==> config.mk <==
export PLATFORM = sky130hd
export DESIGN_NAME = timer_bank
export DESIGN_NICKNAME = d
export VERILOG_FILES = /design/src/rtl/timer_pkg.sv /design/src/rtl/timer_channel.sv /design/src/rtl/timer_bank.sv
export SDC_FILE = /design/constraint.sdc
export NUM_CORES = 1
export LEC_CHECK = 0
export CORE_ASPECT_RATIO = 0.8
export CORE_MARGIN = 8
export CORE_UTILIZATION = 59
export DETAILED_ROUTE_END_ITERATION = 12
export PLACE_DENSITY_LB_ADDON = 0.15
export SETUP_SLACK_MARGIN = 0.02
export SYNTH_ARGS = -nofsm -noshare
export SYNTH_HDL_FRONTEND = slang
export SYNTH_SLANG_ARGS = --single-unit
==> constraint.sdc <==
create_clock -name clk -period 3.8 [get_ports clk]
set_input_delay 1.14 -clock clk [delete_from_list [all_inputs] [get_ports clk]]
set_output_delay 1.14 -clock clk [all_outputs]
set_load 0.01 [all_outputs]
==> run_1/detail.png <==
The bar under the picture is 5 um long. Region (66, 77) to (86, 97) um. Cells in gray, sequential cells in the stronger gray; small squares are vias.
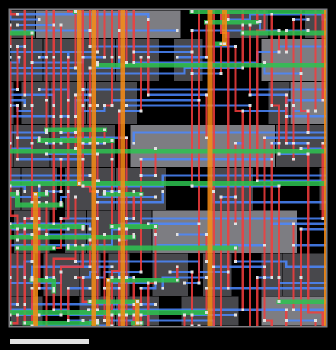
color	layer
blue	metal 1
orange	metal 4
green	metal 3
red	metal 2
sequential cells in the window	3
most frequent	nor3_1 (4), a31oi_1 (4)
cells with their middle in the window	37

==> run_1/metal_density.png <==
30 x 25 tiles, from white (low) to dark blue (high), scaled to the fullest tile. Values are wire area over tile area, all layers added.
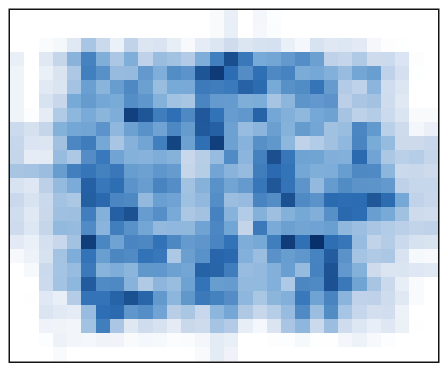
densest ninth of the die	middle
nearly empty tiles	17%
emptiest ninth of the die	top right
total wire length: 31.8 mm
total number of vias: 8,996
gr usage total: 0.331
wire length per cell after detailed routing: 26.9 um

==> run_1/io_placement.png <==
The bar under the picture is 50 um long. Pins as bars across the die edge, other pins in gray.
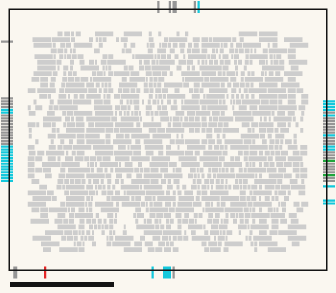
color	port	pins	direction	edge
red	reset	1	input	bottom
green	irq	2	output	right
cyan	wdata	32	input	15 left, 11 right, 5 bottom, 1 top
all pins by edge	32 right, 31 left, 9 bottom, 6 top
die width: 151 um
Die Height: 124 um
quantity of I/O buffers inserted on ports: 75

==> run_1/clocks.png <==
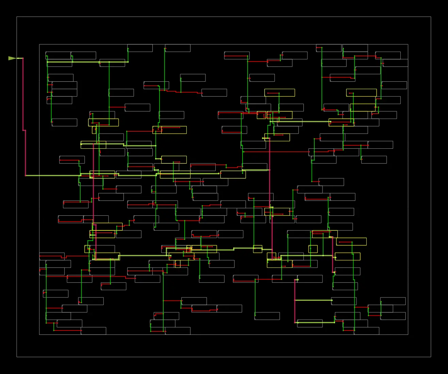
Fin Clk Skew: 0.0105 ns
later-pin clock latency in the skew report: 0.43 ns
number of clock sinks: 142
tally of clock buffers in the finished layout: 19
layout sequential cell count: 142

==> summary.txt <==
Physical implementation.

- The remaining number of nets flagged by the antenna check after routing is 0.
- TritonCTS built the clock tree.
- In this run the maximum-capacitance check reported violations numbering 0.
- The cell area power density is 576 mW/mm2.
- Counting the buffers created by CTS gives 17.
- The min-delay analysis places its worst path in the category reg -> reg.
- Setup repair after global routing left no endpoint under its margin.
- The synth_stat.txt file lists the number of cells as 904.
- The cell type with the highest aggregate area in the netlist is sky130_fd_sc_hd__dfrtp_1.
- Per the synthesis report, the number of distinct cell types is 72.
- The root buffer cell chosen for the clock tree is sky130_fd_sc_hd__clkbuf_16.
- The number of cells upsized or downsized after cts is 158.
- The power share of the sequential group is 0.407.
- The via count of the first global-routing pass is 8,629.
- Max-slew check failures listed in the final report amount to 0.
- By instance count, the leading cell after synthesis is sky130_fd_sc_hd__dfrtp_1.
- The data required time at the worst endpoint is 2.66 ns.
- At the pin with the least slew margin, the transition time is 0.957 ns.
- Of the post-synthesis cell area, the dominant cell type holds 0.411.
- After routing the design area is 0.0107 mm2.
- The setup slack after layout is 0.0110 ns.
- The total of hold buffers inserted after clock tree synthesis is 0.
- The shortest period the worst path allows is 3.79 ns.
- Counting flops with a built-in enable in the synthesized netlist gives 0.
- The number of cells on the worst reg-to-reg path is 6.
- At floorplan, the net count of the design was reported as 957.
- The final layout contains 1,038 nets.
- The biggest cell delay along the critical path is 0.36 ns.
- The compound-cell area share of the yosys netlist is 0.257.
- The maximum resistive drop on vdd is 0.385 mV.
- The startpoint type of the worst setup path is an input port.
- The chip occupies 0.0188 mm2.
- STA on the placed design reports a worst setup slack of -0.669 ns.
- The signed area change from the synthesized netlist to the final layout is 23.7%.
- The cell sequence reported for the critical path is clkdlybuf4s15_1, buf_4, nor2b_4, buf_12, buf_12, a22oi_1, o22ai_1, buf_2.
- The share of the yosys chip area belonging to registers is 0.411.
- The headroom to the max-slew limit is 0.362.
- The initial core utilization is 0.605.
- Grouping non-sequential cells by family puts the most area in AND-OR/OR-AND gates.
- Of the total synthesized cell area, the portion taken by AND, OR, NAND and NOR gates is 0.166.
- The violation count after the first detailed-route iteration is 1,456.
- Timing would allow up to 264 MHz.
- The combined area of all synthesized cells is 0.00866 mm2.
- The XOR/XNOR share of the synthesized area is 0.
- Counting along the longest clock path gives a buffer depth of 2.
- The main area contributors are sky130_fd_sc_hd__dfrtp_1 (41%), sky130_fd_sc_hd__mux2_2 (8.8%), sky130_fd_sc_hd__a22oi_1 (5.1%).
- The share of total power dissipated in combinational logic is 0.280.
- The ratio of cells with drive above 1 in the final layout is 0.259.
- The routability congestion estimate from global placement is 0.954.
- The run finished with clean final reports.
- In this run, the synthesized area fraction spent on adder and majority cells is recorded as 0.0145.
- Ranking logic cells in the layout by count gives the top entries sky130_fd_sc_hd__dfrtp_1 (142), sky130_fd_sc_hd__mux2_2 (68), sky130_fd_sc_hd__a22oi_1 (55), sky130_fd_sc_hd__nor2_1 (47), sky130_fd_sc_hd__buf_4 (45).
- The sort of element at the end of the critical path is an output pin.
- The standard cell with the maximum stage delay on the critical path is sky130_fd_sc_hd__a22oi_1.
- In the finished design, the share of the clock period the worst path needs comes to 0.997.
- Per the OpenROAD power report, leakage power amounts to 4.38 nW.
- From the final report, the count of setup violators was given as 0.
- The critical path class is in -> out.
- For reference, the placement row count at floorplan is 39.
- The chip area from the yosys synthesis statistics is 0.00866 mm2.
- A synthesized cell averages 9.58 um2.
- The count of warning messages emitted by the tools is 35.
- Fill cells in the final layout number 982.
- STA puts the critical path data arrival time at 2.65 ns.
- The number of iterations in the first detailed-routing pass is 7.
- After synthesis, the share of cell area in mux cells is 0.103.
- Counting both buffers and inverters, the worst setup path holds a total of 5.
- The async set or reset register ratio after synthesis is 1.00.
- The global route stage reports its total congestion overflow as 0.
- The critical path depth in cells is 8.
- The most used logic cell in the final layout is sky130_fd_sc_hd__dfrtp_1.
- The placement stage leaves a total instance area of 0.00982 mm2.
- The dominant register cell in the synthesized netlist is sky130_fd_sc_hd__dfrtp_1.
- In the power breakdown, the internal column shows 3.86 mW.
- 0 antenna diodes ended up in the layout.
- The clock edge transition at the registers on the reported setup and hold paths is 0.06 ns.
- For this design the total switching power over the nets is 2.31 mW.
- The number of antenna violations at the first check in global routing is 0.
- By count the netlist is led by sky130_fd_sc_hd__dfrtp_1 (142), sky130_fd_sc_hd__mux2_2 (68), sky130_fd_sc_hd__a22oi_1 (59).
- The region available for standard cell placement spans 0.0143 mm2.
- The number of warnings reported in the yosys synthesis log is 0.
- The number of placed I/O pins is 78.
- Along the worst path, the maximum fanout reaches 19.
run 1: area by class of cell:
| class | count | area, um2 | area share |
|---|---|---|---|
| Multi-Input combinational cell | 660 | 4850 | 0.453 |
| Sequential cell | 142 | 3550 | 0.332 |
| Timing Repair Buffer | 139 | 1310 | 0.122 |
| Clock buffer | 19 | 433 | 0.0404 |
| Clock inverter | 13 | 234 | 0.0219 |
| Tap cell | 184 | 230 | 0.0215 |
| Inverter | 25 | 93.8 | 0.00877 |
run 1: stage by stage:
stage	total power, mW	std cells	utilization	hold WS, ns	setup TNS, ns
2_1_floorplan	3.51	904	-	0.472	0
3_3_place_gp	3.99	1137	0.687	0.504	-18.10
3_5_place_dp	4.09	1137	0.687	0.501	-19.06
4_1_cts	6.06	1183	0.748	0.523	-0.0257
5_1_grt	6.40	1182	0.749	0.559	0
6_report	6.17	1182	0.749	0.527	0
run 1: layer usage:
| metal | vias to the layer above | track usage | wire length, um |
|---|---|---|---|
| met5 | - | 0 | 0 |
| met4 | 0 | 0.149 | 1550 |
| met3 | 150 | 0.0919 | 4210 |
| met2 | 779 | 0.489 | 14100 |
| met1 | 4345 | 0.443 | 12000 |
| li1 | 3722 | - | - |
run 1: cells by family after synthesis:
| group | after synthesis |
|---|---|
| simple gates | 255 |
| buf+inv | 102 |
| fa+ha+maj | 10 |
| flops | 142 |
| compound gates | 317 |
| mux | 78 |
run 1: power by group through the flow:
stage | Clock (mW) | Sequential [mW] | Combinational, mW
5_1_grt | 1.99 | 2.55 | 1.86
3_5_place_dp | 0 | 2.47 | 1.61
3_3_place_gp | 0 | 2.45 | 1.54
6_report | 1.93 | 2.51 | 1.73
4_1_cts | 1.93 | 2.47 | 1.67
2_1_floorplan | 0 | 2.25 | 1.27
Power figures rest on the tool's default switching activity, not on a simulated workload.
